## config.mk

```make
export PLATFORM = sky130hd
export DESIGN_NAME = mem_arbiter
export DESIGN_NICKNAME = d
export VERILOG_FILES = /design/src/rtl/limb_defs.sv /design/src/rtl/arb_wait_counter.sv /design/src/rtl/mem_arbiter.sv
export SDC_FILE = /design/constraint.sdc
export NUM_CORES = 1
export LEC_CHECK = 0
export CAP_MARGIN = 25
export CORE_AREA = 5 5 122 124
export DETAILED_ROUTE_END_ITERATION = 8
export DIE_AREA = 0 0 127 129
export PLACE_DENSITY = 0.95
export SYNTH_ARGS = -nofsm -noshare
export SYNTH_HDL_FRONTEND = slang
export SYNTH_SLANG_ARGS = --single-unit
```

## constraint.sdc

```tcl
create_clock -name clk -period 9.4 [get_ports clk]
set_input_delay 1.41 -clock clk [delete_from_list [all_inputs] [get_ports clk]]
set_output_delay 1.41 -clock clk [all_outputs]
set_load 0.03 [all_outputs]
```

## src/rtl/limb_defs.sv

```systemverilog
`default_nettype none
// ============================================================================
// Package : limb_defs
// Purpose : Definitions shared by the memory arbiter and its helpers.
//           - arb_state_t : arbiter FSM state encoding (2 bits)
//           - arb_port_t  : identifies the requesting port (fetch or data)
// Rev     : 1.0  initial release
// ============================================================================
package limb_defs;

  typedef enum logic [1:0] {
    ARB_IDLE   = 2'd0,
    ARB_BUSY_I = 2'd1,
    ARB_BUSY_D = 2'd2
  } arb_state_t;

  typedef enum logic {
    PORT_I = 1'b0,
    PORT_D = 1'b1
  } arb_port_t;

endpackage : limb_defs
`default_nettype wire

```

## src/rtl/arb_wait_counter.sv

```systemverilog
`default_nettype none
// ============================================================================
// Module  : arb_wait_counter
// Purpose : Saturating up-counter. Counts how many data grants in a row the
//           fetch port has lost. o_sat tells the arbiter to favour fetch.
// Ports   : clk, rst  - clock, asynchronous active-high reset
//           i_inc     - count up by one (ignored once saturated)
//           i_clr     - clear to zero (takes priority over i_inc)
//           o_cnt     - current count, $clog2(MAX+1) bits
//           o_sat     - high when o_cnt == MAX
// Rev     : 1.0  initial release
// ============================================================================
module arb_wait_counter #(
  parameter int MAX   = 4,
  parameter int CNT_W = $clog2(MAX + 1)
) (
  input  logic             clk,
  input  logic             rst,
  input  logic             i_inc,
  input  logic             i_clr,
  output logic [CNT_W-1:0] o_cnt,
  output logic             o_sat
);

  localparam logic [CNT_W-1:0] C_MAX = CNT_W'(MAX);

  logic [CNT_W-1:0] r_cnt;

  always_ff @(posedge clk or posedge rst) begin
    if (rst) begin
      r_cnt <= '0;
    end else if (i_clr) begin
      r_cnt <= '0;
    end else if (i_inc && (r_cnt != C_MAX)) begin
      r_cnt <= r_cnt + 1'b1;
    end
  end

  assign o_cnt = r_cnt;
  assign o_sat = (r_cnt == C_MAX);

endmodule : arb_wait_counter
`default_nettype wire

```

## src/rtl/mem_arbiter.sv

```systemverilog
`default_nettype none
// ============================================================================
// Module  : mem_arbiter
// Purpose : Shares one memory port between instruction fetch (read-only) and
//           the load/store path. Data has fixed priority; a wait counter
//           forces a fetch grant after MAX_WAIT lost decisions. flush_i
//           drops an in-flight fetch result without aborting the memory
//           transaction. All outputs are registered.
// Ports   : clk, rst                      - clock, async active-high reset
//           i_req_i/i_addr_i              - fetch request and address
//           flush_i                       - cancel current/pending fetch
//           i_ack_o/i_rdata_o             - fetch completion pulse + data
//           d_req_i/d_addr_i/d_we_i/
//           d_be_i/d_wdata_i              - data request and attributes
//           d_ack_o/d_rdata_o             - data completion pulse + data
//           mem_req_o/mem_addr_o/mem_we_o/
//           mem_be_o/mem_wdata_o          - memory request (held to ack)
//           mem_ack_i/mem_rdata_i         - memory completion + read data
// Rev     : 1.0  initial release
// ============================================================================
module mem_arbiter
  import limb_defs::*;
#(
  parameter int ADDR_W   = 32,
  parameter int DATA_W   = 32,
  parameter int MAX_WAIT = 4
) (
  input  logic                clk,
  input  logic                rst,
  // fetch port
  input  logic                i_req_i,
  input  logic [ADDR_W-1:0]   i_addr_i,
  input  logic                flush_i,
  output logic                i_ack_o,
  output logic [DATA_W-1:0]   i_rdata_o,
  // data port
  input  logic                d_req_i,
  input  logic [ADDR_W-1:0]   d_addr_i,
  input  logic                d_we_i,
  input  logic [DATA_W/8-1:0] d_be_i,
  input  logic [DATA_W-1:0]   d_wdata_i,
  output logic                d_ack_o,
  output logic [DATA_W-1:0]   d_rdata_o,
  // memory port
  output logic                mem_req_o,
  output logic [ADDR_W-1:0]   mem_addr_o,
  output logic                mem_we_o,
  output logic [DATA_W/8-1:0] mem_be_o,
  output logic [DATA_W-1:0]   mem_wdata_o,
  input  logic                mem_ack_i,
  input  logic [DATA_W-1:0]   mem_rdata_i
);

  localparam int CNT_W = $clog2(MAX_WAIT + 1);

  arb_state_t       r_state;
  arb_state_t       w_state_nxt;
  arb_port_t        w_win_port;
  logic             w_grant;
  logic             w_done;
  logic             w_fetch_ok;
  logic             w_i_elig;
  logic             w_d_elig;
  logic             w_cnt_inc;
  logic             w_cnt_clr;
  logic             w_sat;
  logic [CNT_W-1:0] w_wait_cnt;
  logic             r_drop;

  // A request is not eligible in the cycle its ack pulse is showing: the
  // requester has not yet had a chance to drop it, so a held request only
  // counts as new from the following cycle.
  assign w_i_elig = i_req_i && !flush_i && !i_ack_o;
  assign w_d_elig = d_req_i && !d_ack_o;

  arb_wait_counter #(
    .MAX   (MAX_WAIT),
    .CNT_W (CNT_W)
  ) u_wait_cnt (
    .clk   (clk),
    .rst   (rst),
    .i_inc (w_cnt_inc),
    .i_clr (w_cnt_clr),
    .o_cnt (w_wait_cnt),
    .o_sat (w_sat)
  );

  // --------------------------------------------------------------------------
  // FSM: state register
  // --------------------------------------------------------------------------
  always_ff @(posedge clk or posedge rst) begin
    if (rst) begin
      r_state <= ARB_IDLE;
    end else begin
      r_state <= w_state_nxt;
    end
  end

  // --------------------------------------------------------------------------
  // FSM: next state, grant decision, completion
  // --------------------------------------------------------------------------
  always_comb begin
    w_state_nxt = r_state;
    w_grant     = 1'b0;
    w_win_port  = PORT_D;
    w_done      = 1'b0;
    w_cnt_inc   = 1'b0;
    w_cnt_clr   = 1'b0;
    unique case (r_state)
      ARB_IDLE: begin
        // Data wins unless fetch has lost MAX_WAIT decisions in a row.
        if (w_d_elig && !(w_sat && w_i_elig)) begin
          w_grant     = 1'b1;
          w_win_port  = PORT_D;
          w_state_nxt = ARB_BUSY_D;
          w_cnt_inc   = w_i_elig;
        end else if (w_i_elig) begin
          w_grant     = 1'b1;
          w_win_port  = PORT_I;
          w_state_nxt = ARB_BUSY_I;
          w_cnt_clr   = 1'b1;
        end
      end
      ARB_BUSY_I, ARB_BUSY_D: begin
        if (mem_ack_i) begin
          w_done      = 1'b1;
          w_state_nxt = ARB_IDLE;
        end
      end
      default: w_state_nxt = ARB_IDLE;
    endcase
  end

  // A flush arriving on the completing edge still suppresses the result.
  assign w_fetch_ok = (r_state == ARB_BUSY_I) && !r_drop && !flush_i;

  // --------------------------------------------------------------------------
  // Drop flag: remembers that the in-flight fetch was flushed. A flush on a
  // would-be fetch granting edge makes the fetch ineligible, so only flushes
  // seen in BUSY_I need recording.
  // --------------------------------------------------------------------------
  always_ff @(posedge clk or posedge rst) begin
    if (rst) begin
      r_drop <= 1'b0;
    end else if (w_done) begin
      r_drop <= 1'b0;
    end else if ((r_state == ARB_BUSY_I) && flush_i) begin
      r_drop <= 1'b1;
    end
  end

  // --------------------------------------------------------------------------
  // Registered outputs: memory request latching and ack generation
  // --------------------------------------------------------------------------
  always_ff @(posedge clk or posedge rst) begin
    if (rst) begin
      mem_req_o   <= 1'b0;
      mem_addr_o  <= '0;
      mem_we_o    <= 1'b0;
      mem_be_o    <= '0;
      mem_wdata_o <= '0;
      i_ack_o     <= 1'b0;
      i_rdata_o   <= '0;
      d_ack_o     <= 1'b0;
      d_rdata_o   <= '0;
    end else begin
      i_ack_o <= 1'b0;
      d_ack_o <= 1'b0;

      if (w_grant) begin
        mem_req_o <= 1'b1;
        if (w_win_port == PORT_D) begin
          mem_addr_o  <= d_addr_i;
          mem_we_o    <= d_we_i;
          mem_be_o    <= d_be_i;
          mem_wdata_o <= d_wdata_i;
        end else begin
          mem_addr_o  <= i_addr_i;
          mem_we_o    <= 1'b0;
          mem_be_o    <= '1;
          mem_wdata_o <= '0;
        end
      end

      if (w_done) begin
        mem_req_o <= 1'b0;
        if (r_state == ARB_BUSY_D) begin
          d_rdata_o <= mem_rdata_i;
          d_ack_o   <= 1'b1;
        end else if (w_fetch_ok) begin
          i_rdata_o <= mem_rdata_i;
          i_ack_o   <= 1'b1;
        end
      end
    end
  end

endmodule : mem_arbiter
`default_nettype wire

```

### Met1 routing

The bar under the picture is 50 um long.
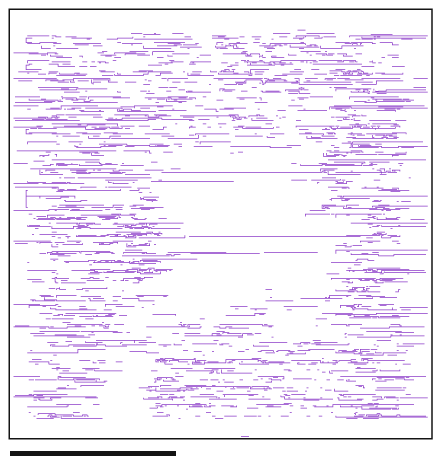
share of all routed wire = 39%
longest straight run = 51.5 um
main direction = horizontal
nets with wire on the layer = 790
wire length on this layer = 6720 um

### Signal wires on met2

The bar under the picture is 50 um long. Cells faint in the background.
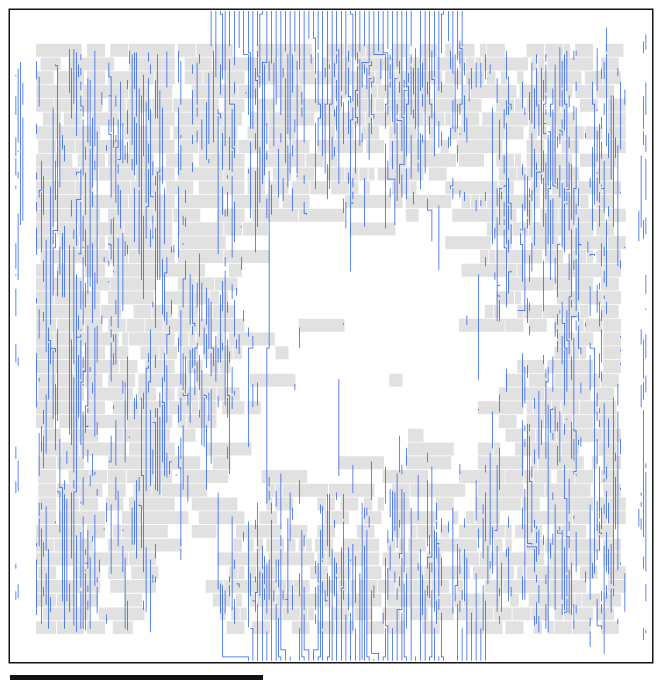
share of all routed wire = 49%
wire length on this layer = 8490 um
nets with wire on the layer = 802

==> results_dict.tcl <==
# flow metrics
set metrics [dict create \
    hold_path_end "mem_wdata_o[11]" \
    syn-instance-count 486 \
    row_count 43 \
    cpLargestDelayFamily "buffers and inverters" \
    setup_viol 0 \
    cts_tree "built" \
    drtIter0Drc 236 \
    slew_viol_final 0 \
    fp_util_pct 43.9 \
    p_seq_w 0.00104 \
    worstHoldStart "mem_wdata_o[11]" \
    port_buffers 274 \
    wl_per_cell_um 18.3 \
    dpl.cell_count 917 \
    met1_usage_pct 24.9 \
    log.warning_count 29 \
    synthArstFlopShare_pct 100 \
    hp-class "reg2reg" \
    worst_r2r_startpoint "i_ack_o" \
    fin_crit_sh_pct 39.8 \
    syn_avg_cell_area_um2 12.3 \
    nonClockInverterCount 9 \
    yosys.area_share.xor_xnor_pct 0 \
    viasPerCell 4.92 \
    p_sw_w 0.00137 \
    cp_slowest_cell "buf_4" \
    wl_met1_um 6720 \
    use_met3_pct 9.26 \
    worst_ep_arrival_time_ps 3980 \
    yosys-stat-cells 486 \
    clkLatencyLatePin_ps 410 \
    edf_count 0 \
    drtAntennaViolNets 0 \
    layout_top_cell "clkdlybuf4s50_1" \
    startpoint "flush_i" \
    p_int_w 0.00201 \
    fin_skew_ps 6.18 \
    pwr-share-seq_pct 30.8 \
    ys_sh_simple_pct 8.72 \
    power.density_nw_per_um2 360 \
    n_sequential_cell 142 \
    pre_cts_slack_ps 5230 \
    gr-total-overflow 0 \
    holdWs_ps 478 \
    chip_area_um2 16400 \
    top_area_cell "dfrtp_1" \
    hold_violations 0 \
    grt_max_degree 97 \
    comb_area_share_pct 23.5 \
    core_um2 13700 \
    drive_above_1_share_pct 14.4 \
    cts_sinks 142 \
    antenna_found_initial 0 \
    run_status "completed" \
    fa_ha_area_share_pct 1.04 \
    bufAreaShareNonClock_pct 29.7 \
    die_h_um 129 \
    crit_path_end "mem_wdata_o[1]" \
    topCombFamilyByArea "multiplexers" \
    seq-cell-share_pct 37.8 \
    slowest_delay_ps 770 \
    place_congestion 0.761 \
    worst_pin_slew_ps 942 \
    clockBufferDepth 2 \
    ir_worst_vdd_v 0.000214 \
]
[sequential cells by signal, indices dropped and copies added, names as in the netlist]
signal            count
d_rdata_o            32
i_rdata_o            32
mem_addr_o           32
mem_wdata_o          32
mem_be_o              4
u_wait_cnt.o_cnt      3
r_state               2
d_ack_o               1
i_ack_o               1
mem_req_o             1
mem_we_o              1
r_drop                1
[synthesized netlist by cell type, types with 6 or more instances]
| library cell | count |
|---|---|
| mux2_4 | 29 |
| clkbuf_1 | 10 |
| nand2_1 | 105 |
| mux2_2 | 36 |
| dfrtp_1 | 142 |
| o21ai_1 | 26 |
| o21ai_0 | 46 |
| mux2i_1 | 32 |
| inv_1 | 9 |
| nor2_1 | 6 |
| buf_6 | 7 |
| buf_2 | 8 |
Power is estimated from default activity; no workload was simulated.
